$ cat src/rtl/syn_branch_predictor.sv
// Direct-mapped branch target buffer with per-entry saturating counters.
// Lookup is combinational from the table; updates, flushes and stats are registered.
module syn_bp_entry #(
  parameter int ADDR_BIT = 10,
  parameter int TAG_BIT  = 6,
  parameter int CNT_BIT  = 2
) (
  input  logic                clk,
  input  logic                rst,
  input  logic                clr,
  input  logic                wr,
  input  logic [TAG_BIT-1:0]  upd_tag,
  input  logic                upd_taken,
  input  logic [ADDR_BIT-1:0] upd_target,
  output logic                valid,
  output logic [TAG_BIT-1:0]  tag,
  output logic [ADDR_BIT-1:0] target,
  output logic [CNT_BIT-1:0]  cnt
);
  localparam logic [CNT_BIT-1:0] CNT_MAX  = '1;
  localparam logic [CNT_BIT-1:0] CNT_WEAK = CNT_BIT'(1 << (CNT_BIT-1));

  logic hit;
  assign hit = valid && (tag == upd_tag);

  always_ff @(posedge clk) begin
    if (rst) begin
      valid  <= 1'b0;
      tag    <= '0;
      target <= '0;
      cnt    <= '0;
    end else if (clr) begin
      valid <= 1'b0;
    end else if (wr) begin
      if (hit) begin
        if (upd_taken) begin
          if (cnt != CNT_MAX) cnt <= cnt + 1'b1;
          target <= upd_target;
        end else if (cnt != '0) begin
          cnt <= cnt - 1'b1;
        end
      end else if (upd_taken) begin
        // Miss on a taken branch replaces whatever lived at this index.
        valid  <= 1'b1;
        tag    <= upd_tag;
        target <= upd_target;
        cnt    <= CNT_WEAK;
      end
    end
  end
endmodule

module syn_branch_predictor #(
  parameter int ADDR_BIT = 10,
  parameter int ENTRIES  = 16,
  parameter int CNT_BIT  = 2,
  parameter int MODE     = 1
) (
  input  logic                clk,
  input  logic                rst,
  input  logic                en,
  input  logic [ADDR_BIT-1:0] lookup_pc,
  output logic                pred_hit,
  output logic                pred_taken,
  output logic [ADDR_BIT-1:0] pred_addr,
  input  logic                upd_valid,
  input  logic [ADDR_BIT-1:0] upd_pc,
  input  logic                upd_taken,
  input  logic [ADDR_BIT-1:0] upd_target,
  input  logic                upd_mispredict,
  input  logic                flush,
  output logic [31:0]         stat_branches,
  output logic [31:0]         stat_mispredicts
);
  localparam int IDX_BIT = $clog2(ENTRIES);
  localparam int TAG_BIT = ADDR_BIT - IDX_BIT;

  logic [ENTRIES-1:0]               e_valid;
  logic [ENTRIES-1:0][TAG_BIT-1:0]  e_tag;
  logic [ENTRIES-1:0][ADDR_BIT-1:0] e_target;
  logic [ENTRIES-1:0][CNT_BIT-1:0]  e_cnt;

  logic [IDX_BIT-1:0] upd_idx, lk_idx;
  logic [TAG_BIT-1:0] upd_tag, lk_tag;
  logic               upd_go;

  assign upd_idx = upd_pc[IDX_BIT-1:0];
  assign upd_tag = upd_pc[ADDR_BIT-1:IDX_BIT];
  assign lk_idx  = lookup_pc[IDX_BIT-1:0];
  assign lk_tag  = lookup_pc[ADDR_BIT-1:IDX_BIT];
  assign upd_go  = en && upd_valid && !flush;

  for (genvar g = 0; g < ENTRIES; g++) begin : g_ent
    syn_bp_entry #(.ADDR_BIT(ADDR_BIT), .TAG_BIT(TAG_BIT), .CNT_BIT(CNT_BIT)) u_ent (
      .clk        (clk),
      .rst        (rst),
      .clr        (en && flush),
      .wr         (upd_go && (upd_idx == IDX_BIT'(g))),
      .upd_tag    (upd_tag),
      .upd_taken  (upd_taken),
      .upd_target (upd_target),
      .valid      (e_valid[g]),
      .tag        (e_tag[g]),
      .target     (e_target[g]),
      .cnt        (e_cnt[g])
    );
  end

  assign pred_hit   = e_valid[lk_idx] && (e_tag[lk_idx] == lk_tag);
  assign pred_taken = (MODE != 0) && pred_hit && e_cnt[lk_idx][CNT_BIT-1];
  assign pred_addr  = pred_taken ? e_target[lk_idx] : lookup_pc + 1'b1;

  // Stats count every resolved update, even one a flush kept out of the table.
  always_ff @(posedge clk) begin
    if (rst) begin
      stat_branches    <= '0;
      stat_mispredicts <= '0;
    end else if (en && upd_valid) begin
      if (stat_branches != '1) stat_branches <= stat_branches + 32'd1;
      if (upd_mispredict && stat_mispredicts != '1) stat_mispredicts <= stat_mispredicts + 32'd1;
    end
  end
endmodule

$ cat config.mk
export PLATFORM = sky130hd
export DESIGN_NAME = syn_branch_predictor
export DESIGN_NICKNAME = d
export VERILOG_FILES = /design/src/rtl/syn_branch_predictor.sv
export SDC_FILE = /design/constraint.sdc
export NUM_CORES = 1
export LEC_CHECK = 0
export CAP_MARGIN = 20
export CORE_MARGIN = 2
export CORE_UTILIZATION = 40
export CTS_CLUSTER_SIZE = 16
export DETAILED_ROUTE_END_ITERATION = 12
export PLACE_DENSITY_LB_ADDON = 0.12
export SLEW_MARGIN = 20
export SYNTH_ARGS = -nofsm -noshare
export SYNTH_HDL_FRONTEND = slang
export SYNTH_SLANG_ARGS = --single-unit
$ cat constraint.sdc
create_clock -name clk -period 6 [get_ports clk]
set_clock_uncertainty 0.05 [all_clocks]
set_input_delay 1.2 -clock clk [delete_from_list [all_inputs] [get_ports clk]]
set_output_delay 1.2 -clock clk [all_outputs]
set_load 0.1 [all_outputs]
==> images/class_map.png <==
Scale bar: 50 um.
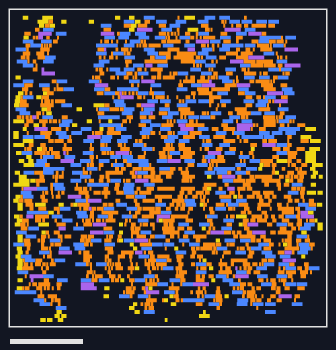
- purple: clock drivers and dummy loads (cells 78; share of their area 7.4%)
- blue: registers (cells 368; share of their area 36%)
- yellow: remaining buffers and delay cells (cells 151; share of their area 7.6%)
- orange: remaining logic cells (cells 1,541; share of their area 49%)

==> images/placed.png <==
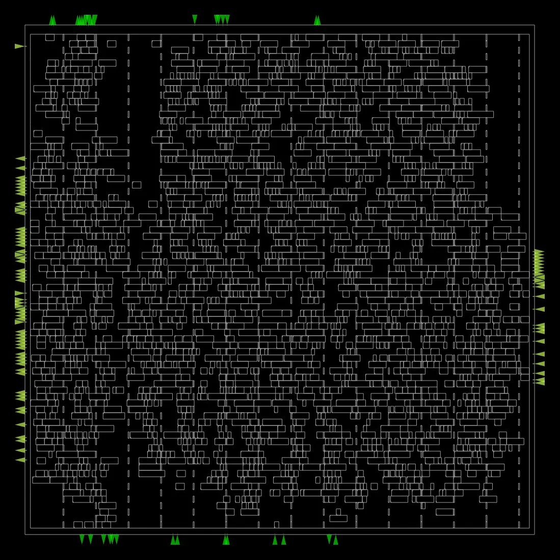
Site Rows: 77
flip-flop and latch share of the layout cell area: 34.8%
count of placed standard cells in the final layout, fillers left out: 2,730
standard cell core area: 44,300 sq um

==> images/gates.png <==
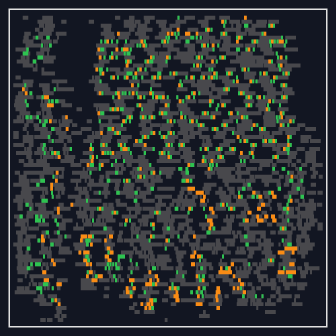
- green: nand cells (cells 527; most used nand2_1; where all over the die)
- orange: aoi and oai cells (cells 321; most used a21oi_1; where all over the die)

==> images/m2.png <==
Cells faint in the background.
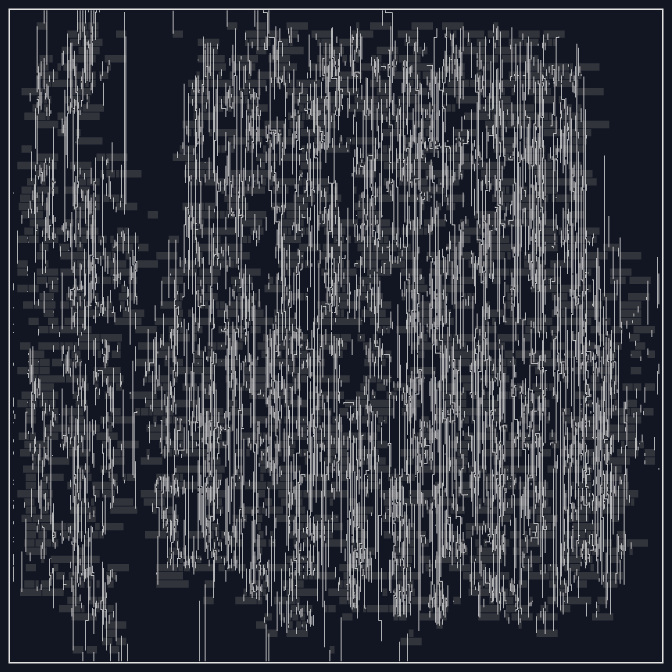
- main direction: vertical
- nets with wire on the layer: 1,665
- wire length on this layer: 25.6 mm

==> images/clock_wires.png <==
Scale bar: 50 um.
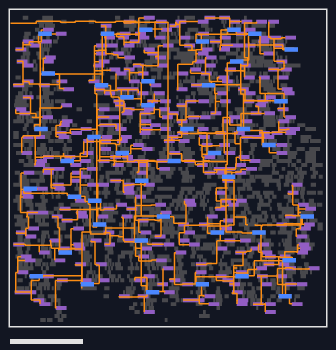
- orange: clock wires (length 5,220 um)
- blue: clock-net drivers (count 43)
- purple: flip-flops (count 368)
- flops lie: all over the die

==> CHANGELOG.md <==
### Physical design

* Status: complete, no violations
* Area growth syn-to-layout at 17.6%
* Chip area line of the yosys report at 18,000 sq um
* Class of the most critical hold timing path: register to register
* Detailed-route vias per instance at 5.60
* Most used DFF post-synth: dfxtp_1
* Power in sequential cells at 2.48 mW
* Main area contributors: dfxtp_1, mux4_2, nand2_1
* Ant diodes at 0
* Fraction of the yosys area taken by sequential cells at 40.9%
* Initial antenna violation count at 1
* Share of the cycle needed by the critical path after routing at 90.5%
* CTS H-tree lvls at 2
* Portion of total power attributed to combinational logic at 7.1%
* Die y size at 216 um
* Area share, top type at 40.9%
* Cells after synthesis at 2,072
* Quantity of hold-fixing buffers added after cts at 0
* Fin nets at 2,145
* Floorplan die width at 216 um
* Cells along the critical path: buf_4, mux4_2, mux2i_1, xnor2_1, nor3_1, a31oi_1, nor4b_4, buf_4, mux2_2, buf_12
* Total length of routed met3 wires at 4180 um
* Critical path buffers and inverters at 3
* Post-Syn Area per Cell at 8.68 sq um
* Wl on met1 at 25,500 um
* Count of sequential standard cells at roughly 370
* Met2 Usage GRT at 37.7%
* Remaining Overflow, GRT at 0
* Number of flops mapped to enable cells by yosys at 0
* Clock-cell share at 7.12%
* Crit. End Element: output pin
* Required time at the endpoint of the critical path at 4.75 ns
* Clock buffer count in the final layout at around 62
* Total number of multi-input combinational cells at roughly 1,500
* Aggregate global-route resource usage at 24.0%
* Deepest clock path buffer count at 3
* Simple share at between 20% and 30%
* Internal power component at 4.30 mW
* Starting density of the core at between 40% and 50%
worst paths after layout:
check	end	cells past startpoint
worst max-delay path	pred_addr[9]	10
worst max register to register	stat_mispredicts[24]	6
worst min-delay path	g_ent[3].u_ent.target[2]	2
worst min register to register	g_ent[3].u_ent.target[2]	2
metrics by stage:
step	hold slack (ns)	utilization, %	setup WS, ns	instance area [sq um]	cells
floorplan	0.383	-	0.104	18000	2072
global placement	0.390	44.4	0.569	19700	2652
detailed placement	0.396	44.4	0.583	19700	2652
CTS	0.405	47.8	0.576	21200	2730
global route	0.423	47.8	0.425	21200	2730
finish	0.405	47.8	0.569	21200	2730
sequential cells by signal (all words and copies together) (netlist names):
name                cells
g_ent.u_ent.tag        96
g_ent.u_ent.cnt        32
g_ent.u_ent.target    160
stat_branches          32
stat_mispredicts       32
g_ent.u_ent.valid      16
No activity file was given, so power comes from the tool's default toggle rates.
